**Metal 3**

(4 px per um)
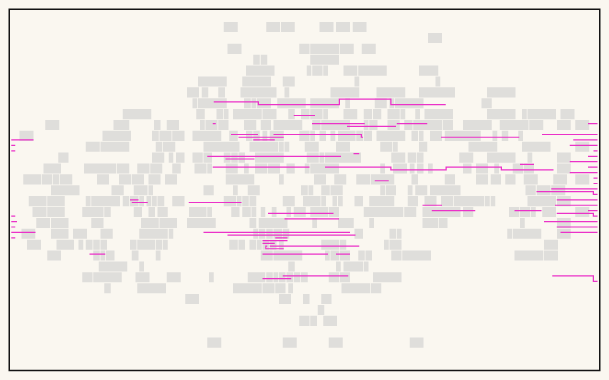
**Clock wires, drivers and flops**

(3 px per um)
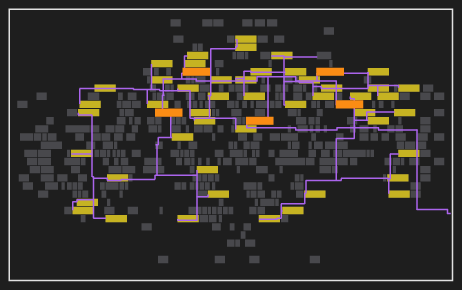
**config.mk**
```make
export PLATFORM = sky130hd
export DESIGN_NAME = text_write_ctrl
export DESIGN_NICKNAME = d
export VERILOG_FILES = /design/src/rtl/text_pkg.sv /design/src/rtl/text_cursor.sv /design/src/rtl/text_write_ctrl.sv
export SDC_FILE = /design/constraint.sdc
export NUM_CORES = 1
export LEC_CHECK = 0
export ABC_CLOCK_PERIOD_IN_PS = 4700
export CORE_ASPECT_RATIO = 0.6
export CORE_MARGIN = 2
export CORE_UTILIZATION = 25
export DETAILED_ROUTE_END_ITERATION = 8
export MAX_ROUTING_LAYER = met4
export SLEW_MARGIN = 20
export SYNTH_ARGS = -nofsm -noshare
export SYNTH_HDL_FRONTEND = slang
export SYNTH_SLANG_ARGS = --single-unit
```
**constraint.sdc**
```tcl
create_clock -name clk -period 4.7 [get_ports clk]
set_input_delay 0.705 -clock clk [delete_from_list [all_inputs] [get_ports clk]]
set_output_delay 0.705 -clock clk [all_outputs]
set_load 0.05 [all_outputs]
```
**src/rtl/text_pkg.sv**
```systemverilog
// -----------------------------------------------------------------------------
// text_pkg
// Shared constants for the text-mode display path. The write controller and
// the framebuffer read-side address calculation both use this package.
//   COLS, ROWS  : character grid geometry
//   ADDR_W      : text RAM address width (COLS*ROWS must fit)
//   BLANK       : fill character used by clear and backspace
//   CHR_*       : recognised control codes
//   state_t     : write controller FSM states
// -----------------------------------------------------------------------------
package text_pkg;

   localparam int          COLS   = 80;
   localparam int          ROWS   = 30;
   localparam int          ADDR_W = 12;
   localparam logic [7:0]  BLANK  = 8'h20;

   localparam logic [7:0]  CHR_BS = 8'h08;
   localparam logic [7:0]  CHR_LF = 8'h0A;
   localparam logic [7:0]  CHR_FF = 8'h0C;
   localparam logic [7:0]  CHR_CR = 8'h0D;

   typedef enum logic {
      ST_CLEAR = 1'b0,
      ST_IDLE  = 1'b1
   } state_t;

   function automatic logic is_printable(input logic [7:0] b);
      return (b >= 8'h20) && (b <= 8'h7E);
   endfunction

endpackage

```
**src/rtl/text_cursor.sv**
```systemverilog
// -----------------------------------------------------------------------------
// text_cursor
// Character cursor for the text RAM. Holds the row/column registers and
// presents the linear RAM address of the current cell.
//   clk, reset_n : clock, synchronous active-low reset (cursor -> (0,0))
//   home         : force cursor to (0,0)
//   advance      : step one column, wrapping to the next row and then to row 0
//   newline      : column 0 of the next row (wraps to row 0)
//   cr           : column 0 of the current row
//   back         : step back one column; never leaves the current row
//   col, row     : current position
//   addr         : row*COLS + col
// Priority when several controls are high: home, advance, newline, cr, back.
// -----------------------------------------------------------------------------
module text_cursor
   import text_pkg::*;
#(
   parameter int COLS   = text_pkg::COLS,
   parameter int ROWS   = text_pkg::ROWS,
   parameter int ADDR_W = text_pkg::ADDR_W
) (
   input  logic              clk,
   input  logic              reset_n,
   input  logic              home,
   input  logic              advance,
   input  logic              newline,
   input  logic              cr,
   input  logic              back,
   output logic [6:0]        col,
   output logic [4:0]        row,
   output logic [ADDR_W-1:0] addr
);

   localparam logic [6:0] COL_LAST = 7'(COLS - 1);
   localparam logic [4:0] ROW_LAST = 5'(ROWS - 1);

   logic [4:0] row_next;

   // Row after a line step; wraps to the top instead of scrolling.
   always_comb begin
      row_next = (row == ROW_LAST) ? '0 : row + 5'd1;
   end

   always_ff @(posedge clk) begin
      if (!reset_n || home) begin
         col <= '0;
         row <= '0;
      end else if (advance) begin
         if (col == COL_LAST) begin
            col <= '0;
            row <= row_next;
         end else begin
            col <= col + 7'd1;
         end
      end else if (newline) begin
         col <= '0;
         row <= row_next;
      end else if (cr) begin
         col <= '0;
      end else if (back) begin
         if (col != '0) begin
            col <= col - 7'd1;
         end
      end
   end

   // Widen before multiplying so row*COLS never truncates.
   always_comb begin
      addr = ADDR_W'(row) * ADDR_W'(COLS) + ADDR_W'(col);
   end

endmodule

```
**src/rtl/text_write_ctrl.sv**
```systemverilog
// -----------------------------------------------------------------------------
// text_write_ctrl
// Sole writer of the dual-port text RAM used by the VGA character renderer.
// Decodes the SPI byte stream (printable ASCII plus CR/LF/BS/FF), moves the
// cursor and drives the RAM write port. After reset and on form-feed it
// sweeps BLANK over the whole screen, dropping any bytes that arrive meanwhile.
//   clk, reset_n           : clock, synchronous active-low reset
//   byte_valid, byte_data  : one-cycle strobe per received byte
//   wr_en, wr_addr, wr_data: text RAM write port (addr/data hold when idle)
//   busy                   : clear sweep in progress
//   cursor_col, cursor_row : current cursor position
//   drop                   : one-cycle pulse per discarded byte
// All outputs are registered; a byte accepted at edge N acts at edge N+1.
// -----------------------------------------------------------------------------
module text_write_ctrl
   import text_pkg::*;
#(
   parameter int         COLS   = text_pkg::COLS,
   parameter int         ROWS   = text_pkg::ROWS,
   parameter int         ADDR_W = text_pkg::ADDR_W,
   parameter logic [7:0] BLANK  = text_pkg::BLANK
) (
   input  logic              clk,
   input  logic              reset_n,
   input  logic              byte_valid,
   input  logic [7:0]        byte_data,
   output logic              wr_en,
   output logic [ADDR_W-1:0] wr_addr,
   output logic [7:0]        wr_data,
   output logic              busy,
   output logic [6:0]        cursor_col,
   output logic [4:0]        cursor_row,
   output logic              drop
);

   localparam logic [ADDR_W-1:0] LAST_ADDR = ADDR_W'(COLS * ROWS - 1);

   state_t            state;
   logic [ADDR_W-1:0] sweep_cnt;

   logic              cur_home;
   logic              cur_advance;
   logic              cur_newline;
   logic              cur_cr;
   logic              cur_back;
   logic [ADDR_W-1:0] cur_addr;

   // Cursor control decode. The cursor homes on the last sweep write so it
   // is at (0,0) exactly when the controller returns to IDLE.
   always_comb begin
      cur_home    = (state == ST_CLEAR) && (sweep_cnt == LAST_ADDR);
      cur_advance = 1'b0;
      cur_newline = 1'b0;
      cur_cr      = 1'b0;
      cur_back    = 1'b0;
      if ((state == ST_IDLE) && byte_valid) begin
         if (is_printable(byte_data)) begin
            cur_advance = 1'b1;
         end else begin
            case (byte_data)
               CHR_CR:  cur_cr      = 1'b1;
               CHR_LF:  cur_newline = 1'b1;
               CHR_BS:  cur_back    = (cursor_col != '0);
               default: ;
            endcase
         end
      end
   end

   text_cursor #(
      .COLS   (COLS),
      .ROWS   (ROWS),
      .ADDR_W (ADDR_W)
   ) u_cursor (
      .clk     (clk),
      .reset_n (reset_n),
      .home    (cur_home),
      .advance (cur_advance),
      .newline (cur_newline),
      .cr      (cur_cr),
      .back    (cur_back),
      .col     (cursor_col),
      .row     (cursor_row),
      .addr    (cur_addr)
   );

   always_ff @(posedge clk) begin
      if (!reset_n) begin
         state     <= ST_CLEAR;
         sweep_cnt <= '0;
         wr_en     <= 1'b0;
         wr_addr   <= '0;
         wr_data   <= BLANK;
         busy      <= 1'b1;
         drop      <= 1'b0;
      end else begin
         wr_en <= 1'b0;
         drop  <= 1'b0;
         case (state)
            ST_CLEAR: begin
               wr_en   <= 1'b1;
               wr_addr <= sweep_cnt;
               wr_data <= BLANK;
               drop    <= byte_valid;
               if (sweep_cnt == LAST_ADDR) begin
                  state     <= ST_IDLE;
                  busy      <= 1'b0;
                  sweep_cnt <= '0;
               end else begin
                  sweep_cnt <= sweep_cnt + ADDR_W'(1);
               end
            end
            ST_IDLE: begin
               if (byte_valid) begin
                  if (is_printable(byte_data)) begin
                     wr_en   <= 1'b1;
                     wr_addr <= cur_addr;
                     wr_data <= byte_data;
                  end else if (byte_data == CHR_BS) begin
                     // Blank the cell the cursor steps back onto; col>0 here,
                     // so cur_addr-1 stays within the current row.
                     if (cursor_col != '0) begin
                        wr_en   <= 1'b1;
                        wr_addr <= cur_addr - ADDR_W'(1);
                        wr_data <= BLANK;
                     end
                  end else if (byte_data == CHR_FF) begin
                     state     <= ST_CLEAR;
                     sweep_cnt <= '0;
                     busy      <= 1'b1;
                  end
               end
            end
            default: begin
               state <= ST_CLEAR;
            end
         endcase
      end
   end

endmodule
```
==> notes.md <==
run results: Post-Synth XOR/XNOR Area=0.0841, distinct cell type count after synthesis=~70, Worst-path clk slew=~0.070 ns, placed insts=548, highest metal used=met4, first-pass GRT wire length=between 10000 and 15000 um, crit-path leading delay family=adder cells, routed length on met3=approximately 680 um, CP arrival=3.17 ns, Placement Rows=31, status=finished clean, Hold Path Class=reg2reg, input/output buffers=about 45, fin crit period=~3 ns, Rel. slew slack=0.500, met1 wire length=4530 um, antenna fix cells=0, grt total ovfl=0, clock tree buffer depth=2, RSZ-0062 raised after global routing=false, Ys Warns=0, per-cell routed wire length=approximately 16 um, nature of the critical path endpoint=flip-flop, final hold vios=0, mux share=0.0199, CTS tree=built
About 'metal 3':
- share of all routed wire: 7.8%
- main direction: horizontal
- longest straight run: 36.3 um
Vias: 2821
routing usage on met3: 0.0320
Routed WL: 8730 um

About 'clock wires, drivers and flops':
- flip-flops: yellow (count 48)
- clock wires: purple (length 737 um)
- clock drivers: orange (count 5)
- routed clock nets: 6
Late-Pin Clk Latency: 0.29 ns
Clk pwr share: 0.437
Clock net power: 0.376 mW

==> power by group <==
group / internal (mW) / leakage (nW) / switching [mW]
combinational: 0.0252 / 0.886 / 0.0430
clock: 0.212 / 0.0691 / 0.164
sequential: 0.411 / 0.388 / 0.00470
total: 0.648 / 1.34 / 0.212
==> registers in the layout, indices dropped and copies added, names as in the netlist <==
name          count
state             1
wr_en             1
busy              1
sweep_cnt        12
drop              1
u_cursor.row      5
u_cursor.col      7
wr_data           8
wr_addr          12
==> Yosys cell counts, drive strengths merged (6+ instances only) <==
library cell  number  share of area
inv               11          0.013
nor3              10          0.018
ha                16          0.065
a22oi              7          0.017
dfxtp             48           0.31
xor2              12          0.034
clkbuf             8          0.011
o21ai             14          0.026
nor2              48          0.059
buf                6          0.019
and3               9          0.019
nand2             20          0.025
xnor2             15          0.043
a211oi             9          0.024
a21oi             24          0.039
nand4              8          0.016
nand3             13          0.021
==> logic make-up (layout without fill, tap and decap cells) <==
group,count (synthesis),after routing
AND/OR/NAND/NOR,137,137
flip-flops,48,48
multiplexers,6,6
XOR/XNOR,28,28
buffers and inverters,25,65
adder cells (fa/ha/maj),18,18
AND-OR/OR-AND,89,89
==> worst min-delay path: stages (launching register included) <==
cell and delay (ns):
dfxtp_1 0.31, nand2_1 0.06, a21oi_1 0.05
==> final timing paths <==
| check | start | to | cells after the start |
|---|---|---|---|
| setup / recovery | u_cursor.row[3] | wr_addr[11] | 9 |
| hold / removal | wr_addr[2] | wr_addr[2] | 2 |
| setup reg to reg | u_cursor.row[3] | wr_addr[11] | 9 |
| hold reg to reg | wr_addr[2] | wr_addr[2] | 2 |
==> metrics by stage <==
| stage | util | setup WS [ns] | hold slack (ns) |
|---|---|---|---|
| 6_report | 0.316 | 1.69 | 0.464 |
| 5_1_grt | 0.316 | 1.37 | 0.495 |
| 4_1_cts | 0.316 | 1.67 | 0.466 |
| 3_5_place_dp | 0.304 | 1.47 | 0.457 |
| 3_3_place_gp | 0.304 | 1.57 | 0.450 |
| 2_1_floorplan | - | 1.62 | 0.493 |
==> cell type report <==
cell class	instances	area (um2)
Clock buffer	6	139
Clock inverter	2	15.0
Fill cell	1277	8220
Inverter	11	41.3
Multi-Input combinational cell	278	1980
Sequential cell	48	961
Tap cell	165	206
Timing Repair Buffer	46	458
==> metal layers <==
layer / track usage / vias to the layer above
li1: - / 1378
met1: 0.207 / 1327
met2: 0.188 / 110
met3: 0.0320 / 6
met4: 0.0216 / 0
met5: - / -
==> placed cells by master (no fill, tap or decap), types with 7 or more instances in the layout <==
cell and count:
a211oi_1 8, a21oi_1 24, a22oi_1 7, and3_1 7
clkdlybuf4s50_1 45, dfxtp_1 48, ha_1 16, inv_1 11
nand2_1 19, nand3_1 13, nand4_1 8, nor2_1 48
nor3_1 9, o21ai_0 10, xnor2_1 15, xor2_1 12
No activity file was given, so power comes from the tool's default toggle rates.
